### Wires at chosen ports, followed through buffers

The bar under the picture is 20 um long.
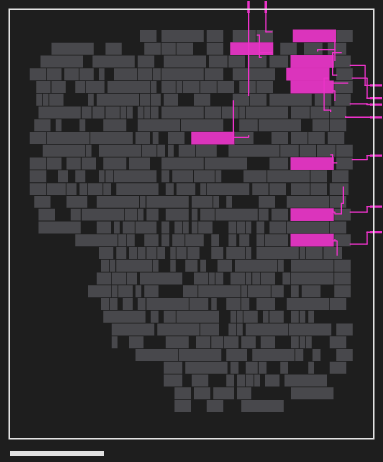
### Clock wires, drivers and flops

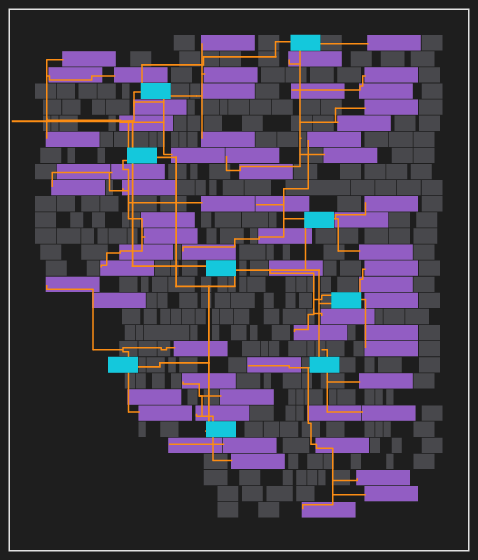
### M1 wires

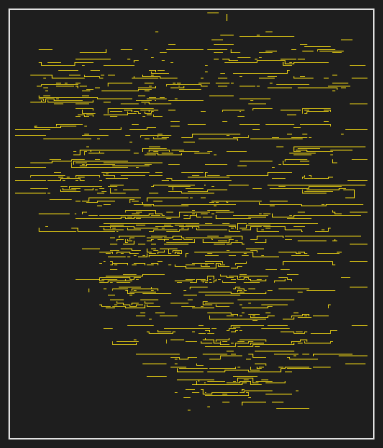
[config.mk]
export PLATFORM = sky130hd
export DESIGN_NAME = bitstream_eval_seq
export DESIGN_NICKNAME = d
export VERILOG_FILES = /design/src/rtl/bitstream_eval_seq.sv
export SDC_FILE = /design/constraint.sdc
export NUM_CORES = 1
export LEC_CHECK = 0
export CORE_ASPECT_RATIO = 1.2
export CORE_MARGIN = 4
export CORE_UTILIZATION = 52
export CTS_BUF_LIST = sky130_fd_sc_hd__clkbuf_8
export DETAILED_ROUTE_END_ITERATION = 10
export HOLD_SLACK_MARGIN = 0.05
export PLACE_DENSITY = 0.94
export SKIP_CTS_REPAIR_TIMING = 1
export SKIP_LAST_GASP = 1
export SYNTH_ARGS = -nofsm -noshare
export SYNTH_HDL_FRONTEND = slang
export SYNTH_SLANG_ARGS = --single-unit
[constraint.sdc]
create_clock -name clk -period 2.68 [get_ports clk]
set_clock_uncertainty 0.15 [all_clocks]
set_input_delay 0.268 -clock clk [delete_from_list [all_inputs] [get_ports clk]]
set_output_delay 0.268 -clock clk [all_outputs]
set_load 0.02 [all_outputs]
[src/rtl/bitstream_eval_seq.sv]
// Sequencer that pushes one operand pair through the stochastic generator/network
// datapath, counts ones on the network output over a 2^WINDOW_LOG2 window, and hands back the count.
module bitstream_eval_seq #(
  parameter int WIDTH       = 8,
  parameter int WINDOW_LOG2 = 8,
  parameter int WARMUP      = 2
) (
  input  logic                   clk,
  input  logic                   n_rst,
  input  logic                   in_valid,
  output logic                   in_ready,
  input  logic [WIDTH:0]         in_x1,
  input  logic [WIDTH:0]         in_x2,
  output logic [WIDTH:0]         gen_x1,
  output logic [WIDTH:0]         gen_x2,
  output logic                   stream_en,
  input  logic                   net_y,
  output logic                   out_valid,
  input  logic                   out_ready,
  output logic [WINDOW_LOG2:0]   out_count,
  output logic [15:0]            points_done
);

  // One down-counter serves both the warm-up and the window phases, so it must hold either.
  localparam int CW = (WINDOW_LOG2 > 8) ? WINDOW_LOG2 : 8;
  localparam int AW = WINDOW_LOG2 + 1;
  localparam logic [CW-1:0] WARM_LOAD = CW'((WARMUP > 0) ? WARMUP - 1 : 0);
  localparam logic [CW-1:0] WIN_LOAD  = CW'((1 << WINDOW_LOG2) - 1);

  typedef enum logic [1:0] {
    S_IDLE,
    S_WARMUP,
    S_COUNT,
    S_DONE
  } state_t;

  state_t          state;
  logic [CW-1:0]   cnt;
  logic [AW-1:0]   acc;
  logic [AW-1:0]   acc_next;

  assign in_ready = (state == S_IDLE);
  assign acc_next = acc + AW'(net_y);

  // NOTE: every register here, including the accumulator, is reset so an aborted window leaves
  // nothing behind; all state is assigned with <= so the whole block updates from pre-edge values.
  always_ff @(posedge clk or negedge n_rst) begin
    if (!n_rst) begin
      state       <= S_IDLE;
      cnt         <= '0;
      acc         <= '0;
      gen_x1      <= '0;
      gen_x2      <= '0;
      stream_en   <= 1'b0;
      out_valid   <= 1'b0;
      out_count   <= '0;
      points_done <= '0;
    end else begin
      case (state)
        S_IDLE: begin
          if (in_valid) begin
            gen_x1    <= in_x1;
            gen_x2    <= in_x2;
            acc       <= '0;
            stream_en <= 1'b1;
            if (WARMUP == 0) begin
              cnt   <= WIN_LOAD;
              state <= S_COUNT;
            end else begin
              cnt   <= WARM_LOAD;
              state <= S_WARMUP;
            end
          end
        end

        S_WARMUP: begin
          if (cnt == '0) begin
            cnt   <= WIN_LOAD;
            state <= S_COUNT;
          end else begin
            cnt <= cnt - CW'(1);
          end
        end

        S_COUNT: begin
          acc <= acc_next;
          // The last window edge folds its own sample into the reported count.
          if (cnt == '0) begin
            out_count <= acc_next;
            out_valid <= 1'b1;
            stream_en <= 1'b0;
            state     <= S_DONE;
          end else begin
            cnt <= cnt - CW'(1);
          end
        end

        S_DONE: begin
          if (out_ready) begin
            out_valid   <= 1'b0;
            points_done <= points_done + 16'd1;
            state       <= S_IDLE;
          end
        end

        default: state <= S_IDLE;
      endcase
    end
  end

endmodule
==> metrics.yaml <==
ir_drop_v: 0.000278
fin_crit_ns: 2.26
tap_cells: 64
ys_sh_adder_pct: 3.75
avgSynthCellArea_sq_um: 11.3
met2RoutedLength_mm: 3.12
simple_gate_share_pct: 12.8
syn_to_final_growth_pct: 32.2
combPwrFrac_pct: 9.9
path_cells: "inv_1 -> ha_1 -> nor2b_1 -> a311o_2 -> a21oi_1 -> o22a_1"
syn_inst: 265
crit_buf_inv: 1
ys_ff: 64
cp_max_fo: 16
antenna_cells: 0
drive_gt1_share_pct: 14.4
met1_usage_pct: 22.0
finalHoldViolations: 0
comb_area_sq_um: 1330
top_layer: "met4"
setup_viol: 0
clk_pin_slew_ns: 0.07
grt_pass1_vias: 2246
endpoint_kind: "flip-flop"
setup_ws_ns: 0.423
die_y_um: 91.2
drt_wl_total_mm: 6.17
async_flop_share_pct: 100
status: "finished, final reports clean"
sh_comb_area_pct: 33.6
worst_pin_slew_ns: 0.736
cap_violations: 0
logic_family: "simple AND/OR/NAND/NOR gates"
power.leakage_nw: 1.80
crit_slowest_cell: "nor2b_1"
maxSlewViolCount: 0
grt_first_pass_wirelength_mm: 10.3
coreArea_sq_um: 5630
grt-ovfl-total: 0
seq_share_pct: 40.4
use_met3_pct: 5.46
area_share_clock_buf_inv_pct: 4.98
worst_path_largest_cell_delay_ns: 0.52
lay_top_cells: "clkdlybuf4s50_1 (67), dfrtp_1 (64), mux2_2 (26)"
p_int_mw: 1.58
gp_congestion: 0.786
drtPass1Iterations: 4
netlist.area_leader.share_pct: 53.4
path_depth: 6
ys_top_cells_by_count: "dfrtp_1 (64), mux2_2 (26), nand2_1 (24)"
io_buffers: 68
use_met2_pct: 31.1
viasPerCell: 5.54
die_area_sq_um: 7050
inverters: 10
wire_per_inst_um: 15.0
clock_sinks: 64
synth.most_common_cell: "dfrtp_1"
power.total_mw: 2.08
dp_hpwl_mm: 4.56
clk_latency_ns: 0.34
grt_max_degree: 26
r2r-end: "cnt[5]"
ys.flop_type: "dfrtp_1"
worstPathArrival_ns: 2.33
endpoint: "cnt[5]"
yosysUniqueCellTypes: 39
critical_path.top_delay_family: "AND-OR/OR-AND gates"
die_w_um: 77.3
grt.busiest_layer: "met2"
r2r_start: "state[0]"
ys_sh_mux_pct: 10.1
buffers: 73
numCtsBuffers: 9
io_pins: 69
fin_crit_sh_pct: 84.2
whs_ns: 0.241
antenna_left: 0
p_per_area_nw_per_um2: 524
crit_path_start_kind: "flip-flop"
ys_cells: 265
final_cells: 412
p_sw_share_pct: 24.0
ys_sh_xor_pct: 6.42
synth-compound-area-share_pct: 11.3
slew_headroom_pct: 50.8
critPathKind: "flip-flop to flip-flop"
worst_ep_required_time_ns: 2.75
p_clk_share_pct: 39.1
synth.net_count: 297
synth-warning-count: 0
rsz0062_at_grt: "no"
root_buffer: "clkbuf_8"
flop_area_sq_um: 1600
dpl.cell_count: 395
core.rowCount: 30
fmax_mhz: 443
cts_tree: "yes"
yosys-stat-area_sq_um: 3000
fin_tns_setup_ns: 0
Back to the opening pictures, 'Wires at chosen ports, followed through buffers':
Magenta marks `gen_x1`, bits 9, direction output, edge 7 east, 2 north, end cells 9, buffers 9, wire 135 um.

Back to the opening pictures, 'Clock wires, drivers and flops':
Orange marks clock wires, length 758 um. Purple marks flip-flops, count 64. Cyan marks cells driving clock nets, count 9.
There are 10 routed clock nets.

Back to the opening pictures, 'M1 wires':
339 nets have wire on it. The layer holds 43% of the routed length. The layer carries 2650 um of wire. The wires run mostly horizontal.

[sequential cells by signal, summed over array words and instances (netlist names)]
signal	count
out_valid	1
stream_en	1
gen_x2	9
gen_x1	9
acc	9
out_count	9
state	2
points_done	16
cnt	8
[per-stage QoR]
step | utilization (%) | cell area, sq um
after floorplan | - | 3000
after global placement | 66.8 | 3760
after detailed placement | 66.8 | 3760
after CTS | 70.3 | 3960
after global routing | 70.4 | 3970
final | 70.4 | 3970
[power by group through the flow]
stage	clock network, mW	logic (mW)	registers, mW
final	0.812	0.206	1.06
after global routing	0.872	0.230	1.07
after CTS	0.829	0.209	1.06
after detailed placement	0	0.208	1.08
after global placement	0	0.198	1.08
after floorplan	0	0.129	1.07
